### src/rtl/gcd_engine.sv
// GCD engine: subtractive Euclid or binary Stein, chosen at elaboration.
// One operation in flight; valid/ready on both sides, saturating cycle count.
module gcd_engine #(
   parameter int WIDTH = 16,
   parameter int ALGO  = 0,
   parameter int CNT_W = 16
) (
   input  logic               clk,
   input  logic               reset,
   input  logic               io_in_valid,
   input  logic [2*WIDTH-1:0] io_in_data,
   output logic               io_in_ready,
   output logic               io_out_valid,
   input  logic               io_out_ready,
   output logic [WIDTH-1:0]   io_out_data,
   output logic [CNT_W-1:0]   io_out_cycles
);

   localparam int KW = $clog2(WIDTH) + 1;

   typedef enum logic [1:0] {
      IDLE,
      BUSY,
      DONE
   } state_t;

   state_t             state;
   logic [WIDTH-1:0]   x;
   logic [WIDTH-1:0]   y;
   logic [KW-1:0]      k;
   logic [CNT_W-1:0]   cnt;
   logic [CNT_W-1:0]   cnt_inc;
   logic [2*WIDTH-1:0] x_sh;
   logic [2*WIDTH-1:0] y_sh;

   assign io_in_ready  = (state == IDLE);
   assign io_out_valid = (state == DONE);

   // Saturating next count and the Stein result shifts, done at double width.
   always_comb begin
      cnt_inc = (&cnt) ? cnt : cnt + CNT_W'(1);
      x_sh    = {{WIDTH{1'b0}}, x} << k;
      y_sh    = {{WIDTH{1'b0}}, y} << k;
   end

   // Control FSM and datapath: one reduction step per BUSY cycle.
   always_ff @(posedge clk) begin
      if (reset) begin
         state         <= IDLE;
         x             <= '0;
         y             <= '0;
         k             <= '0;
         cnt           <= '0;
         io_out_data   <= '0;
         io_out_cycles <= '0;
      end else begin
         unique case (state)
            IDLE: begin
               if (io_in_valid) begin
                  x     <= io_in_data[WIDTH-1:0];
                  y     <= io_in_data[2*WIDTH-1:WIDTH];
                  k     <= '0;
                  cnt   <= '0;
                  state <= BUSY;
               end
            end
            BUSY: begin
               cnt <= cnt_inc;
               if (ALGO == 0) begin
                  if (y == '0) begin
                     io_out_data   <= x;
                     io_out_cycles <= cnt_inc;
                     state         <= DONE;
                  end else if (x == '0) begin
                     io_out_data   <= y;
                     io_out_cycles <= cnt_inc;
                     state         <= DONE;
                  end else if (x > y) begin
                     x <= y;
                     y <= x;
                  end else begin
                     y <= y - x;
                  end
               end else begin
                  if (x == '0) begin
                     io_out_data   <= y_sh[WIDTH-1:0];
                     io_out_cycles <= cnt_inc;
                     state         <= DONE;
                  end else if (y == '0) begin
                     io_out_data   <= x_sh[WIDTH-1:0];
                     io_out_cycles <= cnt_inc;
                     state         <= DONE;
                  end else if (!x[0] && !y[0]) begin
                     x <= x >> 1;
                     y <= y >> 1;
                     k <= k + KW'(1);
                  end else if (!x[0]) begin
                     x <= x >> 1;
                  end else if (!y[0]) begin
                     y <= y >> 1;
                  end else if (x >= y) begin
                     x <= (x - y) >> 1;
                  end else begin
                     y <= (y - x) >> 1;
                  end
               end
            end
            DONE: begin
               if (io_out_ready) begin
                  state <= IDLE;
               end
            end
            default: state <= IDLE;
         endcase
      end
   end

endmodule

### config.mk
export PLATFORM = sky130hd
export DESIGN_NAME = gcd_engine
export DESIGN_NICKNAME = d
export VERILOG_FILES = /design/src/rtl/gcd_engine.sv
export SDC_FILE = /design/constraint.sdc
export NUM_CORES = 1
export LEC_CHECK = 0
export ABC_CLOCK_PERIOD_IN_PS = 3500
export CAP_MARGIN = 20
export CORE_UTILIZATION = 55
export DETAILED_ROUTE_END_ITERATION = 7
export PLACE_DENSITY = 0.8
export SLEW_MARGIN = 20
export SYNTH_ARGS = -nofsm -noshare
export SYNTH_HDL_FRONTEND = slang
export SYNTH_SLANG_ARGS = --single-unit
### constraint.sdc
create_clock -name clk -period 3.5 [get_ports clk]
set_input_delay 0.35 -clock clk [delete_from_list [all_inputs] [get_ports clk]]
set_output_delay 0.35 -clock clk [all_outputs]
set_load 0.01 [all_outputs]
Run 1, metal 2:
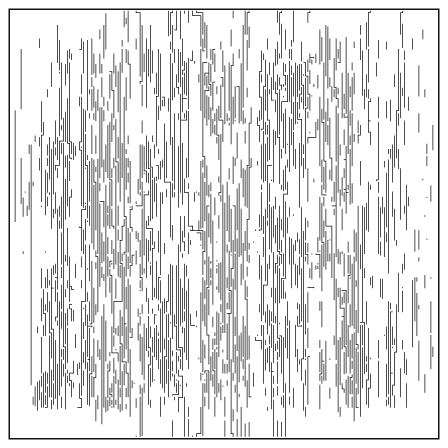
share of all routed wire: 47%
longest straight run: 54.7 um

Run 1, placed cells, one colour a class:
Scale bar: 20 um. Fill, decap, tap and diode cells in grey.
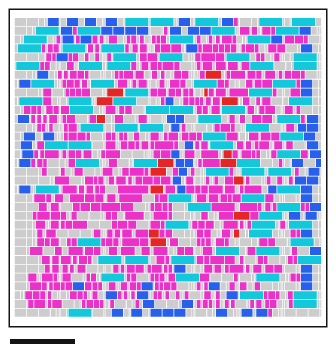
legend:
  red:
    class: clock drivers and dummy loads
    cells: 16
  cyan:
    class: flops
    cells: 82
  magenta:
    class: combinational and other logic
    cells: 521
  blue:
    class: other buffers and delay cells
    cells: 82

==> results_slide.txt, run 1 <==
Physical Implementation Snapshot

Timing
  – Count of pins over their slew limit: 0
  – Minimum clock period after layout: 3.060 ns
  – FMAX: 0.3268 GHz

CTS
  – CTS sink count: 82
  – Post-CTS Hold Fix Bufs: 0
  – Setup Buffers After CTS: 0
  – Max H-tree Level: 3
  – CTS tree: yes

Floorplanning
  – Die width: 97.53 um

Outcome
  – Run status: complete, no violations

Pwr
  – Logic pwr share: 51.7%
  – Switching power: 1.719 mW
  – Lkg Pwr: 2.129 nW
  – Final Power: 3.806 mW
  – Peak VDD IR: 339.0 uV
  – Pint: 2.087 mW
  – P_seq: 1.19 mW

Global routing
  – Largest net degree at the start of global routing: 42

Final layout
  – Finished Layout Cells: 809
  – Area grow syn2layout: 18.32%
  – Non-CTS buffers: 82
  – Leading cell kind: combinational gates
  – Fillers: 782
  – NumNets Final: 750
  – Utilization after layout: 67.76%

Detailed routing
  – First-pass DRT Iterations: 5
  – Vias: 5,261
  – Initial drt markers: 438
  – Routed WL: 15,420 um

Yosys
  – Post-synth regs: 82
  – Max-area cell share: 32.71%
  – MUX share of area: 0.9973%
  – Simple share: 25.01%
  – Xor+xnor area frac: 2.443%
  – Avg Inst Size Synth: 7.733 um2
  – Distinct cells, synth: 69
  – Synth async-reset ratio: 0%

Critical path
  – Critical Path Sink Type: register
  – Reg-to-reg critical path startpoint: y[0]
  – Crit path cell chain: inv_1, ha_1, fa_1, nand2b_1, a21oi_2, o22ai_4, o21a_4, o21ai_2, a211oi_1
  – CP required: 3.70 ns

Flow run
  – Max cap viols: 0

Placement
  – DP Cell Count: 793
  – PortBufs: 69
Run 1, clock routing:
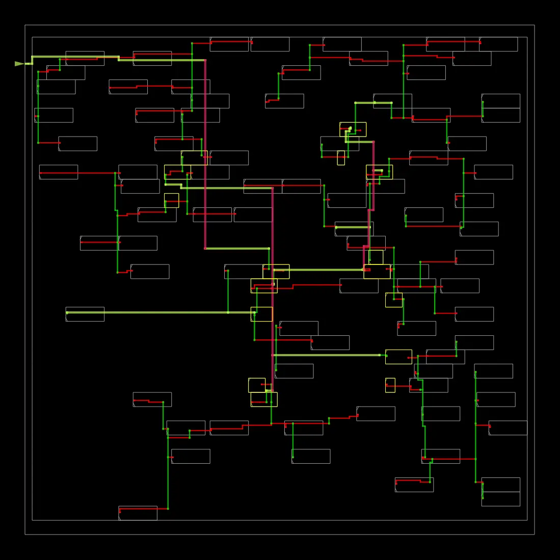
cts bufs inserted: 9
skew final: 0.01816 ns
layout clock buffer count: 10
Clock net power: 0.650 mW
Latency at later pin: 0.36 ns

## run 1: registers in the layout, summed over array words and instances (netlist names)
name           count
x                 16
y                 16
io_out_data       16
cnt               16
io_out_cycles     16
state              2
## run 1: logic make-up after synthesis
kind of cell	after synthesis
simple gates	263
compound gates	199
flops	82
buf+inv	69
fa+ha+maj	18
xor+xnor	14
mux	4
## run 1: cells in the final DEF, fill, tap and decap left out, drive strengths merged, types with 3 or more instances in the layout
| master | instances |
|---|---|
| nand2b | 8 |
| a2111oi | 3 |
| buf | 14 |
| nor4 | 8 |
| nand2 | 72 |
| clkdlybuf4s50 | 68 |
| clkbuf | 10 |
| o2111ai | 3 |
| a311oi | 7 |
| and4 | 7 |
| a21oi | 48 |
| a41oi | 3 |
| xnor2 | 10 |
| xor2 | 4 |
| a21o | 7 |
| o21ai | 26 |
| nor2 | 84 |
| a211oi | 44 |
| a31oi | 16 |
| ha | 17 |
| or2 | 4 |
| nand3 | 9 |
| inv | 26 |
| nor3 | 27 |
| a22oi | 4 |
| a211o | 3 |
| and2 | 4 |
| o211ai | 9 |
| dfxtp | 82 |
| nor2b | 4 |
| o21a | 7 |
| and3 | 5 |
| or3 | 5 |
| o22ai | 3 |
| nand4 | 21 |
## run 1: metrics by stage
| stage | hold slack [ns] | cell area, um2 |
|---|---|---|
| after floorplan | 0.4742 | 5019 |
| after global placement | 0.4393 | 5762 |
| after detailed placement | 0.4610 | 5762 |
| after CTS | 0.4309 | 5938 |
| after global routing | 0.4464 | 5938 |
| final | 0.4397 | 5938 |
## run 1: metal layers
metal	routed length [um]	vias up
met2	7174	256
li1	-	2485
met1	6686	2488
met4	398	0
met3	1164	32
met5	0	-
Run 1, gate families picked out:
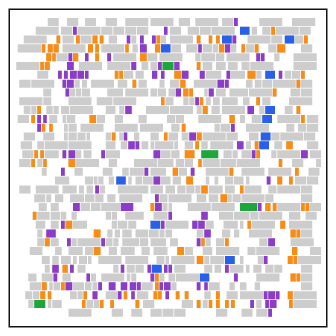

==> inputs of run 2 (changes only) <==
--- a/config.mk
+++ b/config.mk
@@ -10,6 +10,7 @@
 export CORE_UTILIZATION = 55
 export DETAILED_ROUTE_END_ITERATION = 7
 export PLACE_DENSITY = 0.8
+export RECOVER_POWER = 50
 export SLEW_MARGIN = 20
 export SYNTH_ARGS = -nofsm -noshare
 export SYNTH_HDL_FRONTEND = slang
Run 2, gate families picked out:
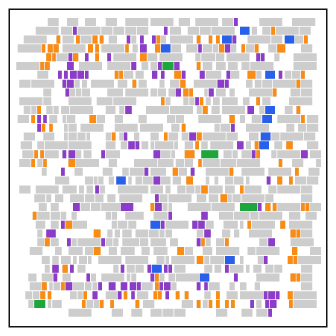
legend:
  green:
    family: multiplexers
    cells: 4
  blue:
    family: XOR/XNOR gates
    cells: 14
    most_used: xnor2_1
  orange:
    family: NOR gates
    cells: 125
    most_used: nor2_1
    where: widely spread
  purple:
    family: NAND gates
    cells: 111
    most_used: nand2_1
    where: widely spread

Run 2, clock routing:
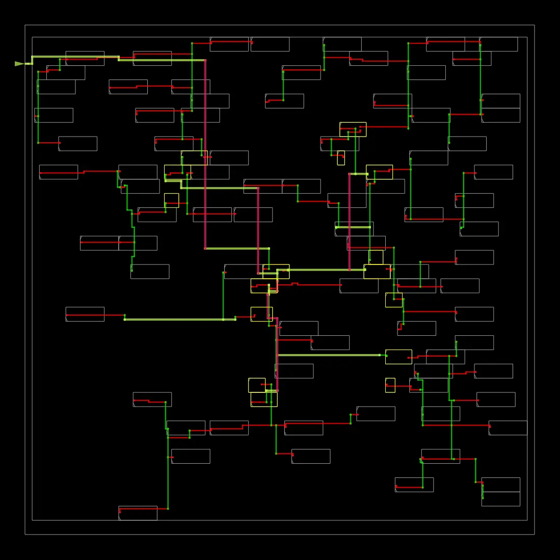
CTS sink count: 82
number of flip-flops and latches: 82
skew final: 0.01513 ns
Clock net power: 0.649 mW

==> results_slide.txt, run 2 <==
Physical Implementation Snapshot

Outcome
  – Run status: complete, no violations

Pwr
  – Lkg Pwr: 2.239 nW
  – Switching power: 1.720 mW
  – P_seq: 1.19 mW
  – Final Power: 3.800 mW
  – Pint: 2.080 mW
  – Peak VDD IR: 338.7 uV
  – Logic pwr share: 51.7%

Detailed routing
  – Residual DRC: 0
  – First-pass DRT Iterations: 5
  – Routed WL: 15,430 um
  – Routed len/inst: 19.08 um
  – Initial drt markers: 460
  – Vias: 5,303

Global routing
  – Largest net degree at the start of global routing: 42
  – Vias in the first global route: 4,956

Placement
  – Area after DPL: 5762 um2
  – PortBufs: 69

Yosys
  – Post-synth regs: 82
  – Avg Inst Size Synth: 7.733 um2
  – Max-area cell share: 32.71%
  – Distinct cells, synth: 69
  – Synth async-reset ratio: 0%

Final layout
  – Final non-filler cell area: 5909 um2
  – Area grow syn2layout: 17.75%
  – NumNets Final: 750
  – Most common logic cells in the final layout: nor2_1 (82), dfxtp_1 (82), nand2_1 (71)
  – Fillers: 784

Flow run
  – Max cap viols: 0
  – Tool warnings: 26

Critical path
  – Critical Path Sink Type: register
  – Crit path cell chain: inv_1, ha_1, fa_1, nand2b_1, a21oi_2, o22ai_4, o21a_4, o21ai_2, a211oi_1
  – CP required: 3.70 ns
  – Worst-path fanout max: 16

Floorplanning
  – Init Core Util: 57.27%
  – Rows: 34
  – Die width: 97.53 um

Timing
  – Count of pins over their slew limit: 0
  – FMAX: 0.3282 GHz
  – Worst setup margin: 0.4535 ns
  – Minimum clock period after layout: 3.047 ns

CTS
  – Setup Buffers After CTS: 0
  – Cts bufs inserted: 9
  – Max H-tree Level: 3
  – CTS tree: yes
  – Post-CTS Hold Fix Bufs: 0
run 2: cell counts after synthesis:
Identical to the previous run, type by type.
run 2: cell type report:
cell class / instances / area, um2 / share of cell area [%]
inverters: 23 / 86.33 / 1.461
clock buffers: 10 / 127.6 / 2.160
flip-flops and latches: 82 / 1642 / 27.78
clock inverters: 6 / 48.80 / 0.8257
repair buffers: 82 / 777.0 / 13.15
multi-input cells: 498 / 3093 / 52.34
well taps: 108 / 135.1 / 2.287
run 2: routing by layer:
layer	track usage (%)	vias up	share of wire, %
li1	-	2494	-
met1	44.25	2502	44
met2	52.12	270	46
met3	4.748	37	7.3
met4	13.01	0	2.7
met5	0	-	0
run 2: worst paths after layout:
path / startpoint / endpoint / slack, ns
setup / recovery: y[0] / x[1] / 0.45
setup reg to reg: y[0] / x[1] / 0.45
hold / removal: reset / state[1] / 0.45
hold reg to reg: io_out_cycles[14] / io_out_cycles[14] / 0.47
run 2: critical path: cells and delay by family, from the launching register on:
kind / cells / cell delay [ns]
buffers and inverters: 1 / 0.08
flip-flops: 1 / 0.40
AND/OR/NAND/NOR: 1 / 0.20
adder cells (fa/ha/maj): 2 / 0.60
AND-OR/OR-AND: 5 / 1.61
run 2: stage by stage:
step	hold WS, ns	std cells
2_1_floorplan	0.4742	649
3_3_place_gp	0.4393	793
3_5_place_dp	0.4610	793
4_1_cts	0.4309	809
5_1_grt	0.4500	809
6_report	0.4475	809
run 2: logic make-up after synthesis:
family          count (synthesis)  share of synthesized area, %
mux                             4                        0.9973
simple gates                  263                         25.01
flops                          82                         32.71
buf+inv                        69                         5.560
compound gates                199                         28.65
fa+ha+maj                      18                         4.637
xor+xnor                       14                         2.443
==> inputs of run 3 (changes only) <==
--- a/config.mk
+++ b/config.mk
@@ -8,6 +8,7 @@
 export ABC_CLOCK_PERIOD_IN_PS = 3500
 export CAP_MARGIN = 20
 export CORE_UTILIZATION = 55
+export CTS_CLUSTER_SIZE = 14
 export DETAILED_ROUTE_END_ITERATION = 7
 export PLACE_DENSITY = 0.8
 export RECOVER_POWER = 50
Run 3, placed cells, one colour a class:
Scale bar: 20 um. Fill, decap, tap and diode cells in grey.
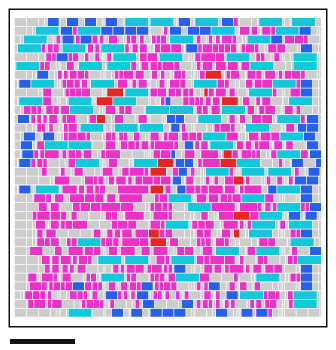
legend:
  cyan:
    class: flops
    cells: 82
  magenta:
    class: combinational and other logic
    cells: 521
  red:
    class: clock drivers and dummy loads
    cells: 16
  blue:
    class: other buffers and delay cells
    cells: 82

Run 3, clock routing:
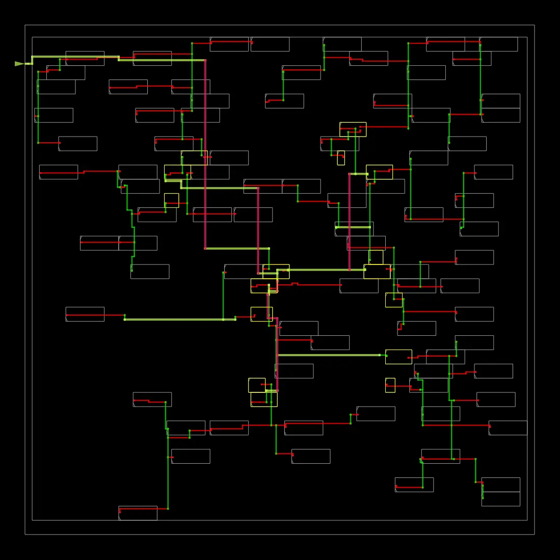

==> results_slide.txt, run 3 <==
Physical Implementation Snapshot

Final layout
  – Utilization after layout: 67.43%
  – Area grow syn2layout: 17.75%
  – Finished Layout Cells: 809
  – NumNets Final: 750
  – Layout cell share with drive strength beyond 1: 7.275%
  – Most common logic cells in the final layout: nor2_1 (82), dfxtp_1 (82), nand2_1 (71)

Timing
  – Worst slew pin tran: 0.8845 ns
  – Count of pins over their slew limit: 0
  – Minimum clock period after layout: 3.047 ns
  – FMAX: 0.3282 GHz
  – Skew final: 0.01513 ns
  – Fin Hold WS: 0.4475 ns

Global routing
  – GRT overflow: 0
  – Largest net degree at the start of global routing: 42
  – Vias in the first global route: 4,956

Pwr
  – Logic pwr share: 51.7%
  – Clock net power: 0.649 mW
  – P_seq: 1.19 mW
  – Final Power: 3.800 mW
  – Switching power: 1.720 mW
  – Peak VDD IR: 338.7 uV
  – Lkg Pwr: 2.239 nW

Flow run
  – Max cap viols: 0
  – Tool warnings: 26

Critical path
  – Critical Path Start Type: register
  – Worst-path fanout max: 16
  – R2R Setup Slk: 0.45 ns
  – Reg-to-reg critical path startpoint: y[0]
  – CP required: 3.70 ns
  – Critical Path Sink Type: register
  – Worst r2r dst: x[1]
  – Critical path buffers and inverters: 1
  – Crit path cell chain: inv_1, ha_1, fa_1, nand2b_1, a21oi_2, o22ai_4, o21a_4, o21ai_2, a211oi_1

Detailed routing
  – Routed WL: 15,430 um
  – Initial drt markers: 460
  – Vias: 5,303
  – Residual DRC: 0
  – First-pass DRT Iterations: 5
  – Routed len/inst: 19.08 um
  – Post-DR vias/cell: 6.555

Yosys
  – Max-area cell share: 32.71%
  – Synth async-reset ratio: 0%
  – Distinct cells, synth: 69
  – Register area share after synthesis: 32.71%
  – Post-synth regs: 82
  – Avg Inst Size Synth: 7.733 um2

CTS
  – CTS sink count: 82
  – Max H-tree Level: 3
  – Setup Buffers After CTS: 0
  – CTS tree: yes
  – Cts bufs inserted: 9
  – Latency at later pin: 0.36 ns
  – Post-CTS Hold Fix Bufs: 0

Placement
  – DP Cell Count: 793
  – PortBufs: 69

Floorplanning
  – Die width: 97.53 um
  – Rows: 34

Min path
  – Hold_sp: reset

Outcome
  – Run status: complete, no violations
==> run 3: cell counts after synthesis <==
Identical to the previous run, type by type.
==> run 3: cell type report <==
type	count	area, um2
clock buffer	10	127.6
clock inverter	6	48.80
fill	784	2854
inverter	23	86.33
multi-input combinational	498	3093
sequential	82	1642
tap	108	135.1
timing repair buffer	82	777.0
==> run 3: layer usage <==
| layer | wire length (um) | share of wire, % | GRT usage, % | vias to the layer above |
|---|---|---|---|---|
| met1 | 6718 | 44 | 44.25 | 2502 |
| met5 | 0 | 0 | 0 | - |
| met3 | 1128 | 7.3 | 4.748 | 37 |
| li1 | - | - | - | 2494 |
| met2 | 7176 | 46 | 52.12 | 270 |
| met4 | 411 | 2.7 | 13.01 | 0 |
==> run 3: kinds of logic after synthesis <==
logic type               after synthesis  synth area share [%]
multiplexers                           4                0.9973
flip-flops                            82                 32.71
buffers and inverters                 69                 5.560
XOR/XNOR                              14                 2.443
adder cells (fa/ha/maj)               18                 4.637
AND/OR/NAND/NOR                      263                 25.01
AND-OR/OR-AND                        199                 28.65
==> run 3: worst max path at each step <==
stage / start / to / slack (ns) / depth (start not counted)
after global routing: y[0] / x[12] / 0.38 / 9
after detailed placement: y[0] / x[4] / 0.53 / 9
after floorplan: y[0] / y[0] / 0.98 / 9
final: y[0] / x[1] / 0.45 / 9
after CTS: y[0] / x[1] / 0.51 / 9
after global placement: y[0] / x[8] / 0.65 / 9
==> run 3: metrics by stage <==
stage / setup WS, ns / cell area, um2
6_report: 0.4535 / 5909
5_1_grt: 0.3810 / 5909
4_1_cts: 0.5053 / 5938
3_5_place_dp: 0.5335 / 5762
3_3_place_gp: 0.6533 / 5762
2_1_floorplan: 0.9790 / 5019
Power is estimated from default activity; no workload was simulated.
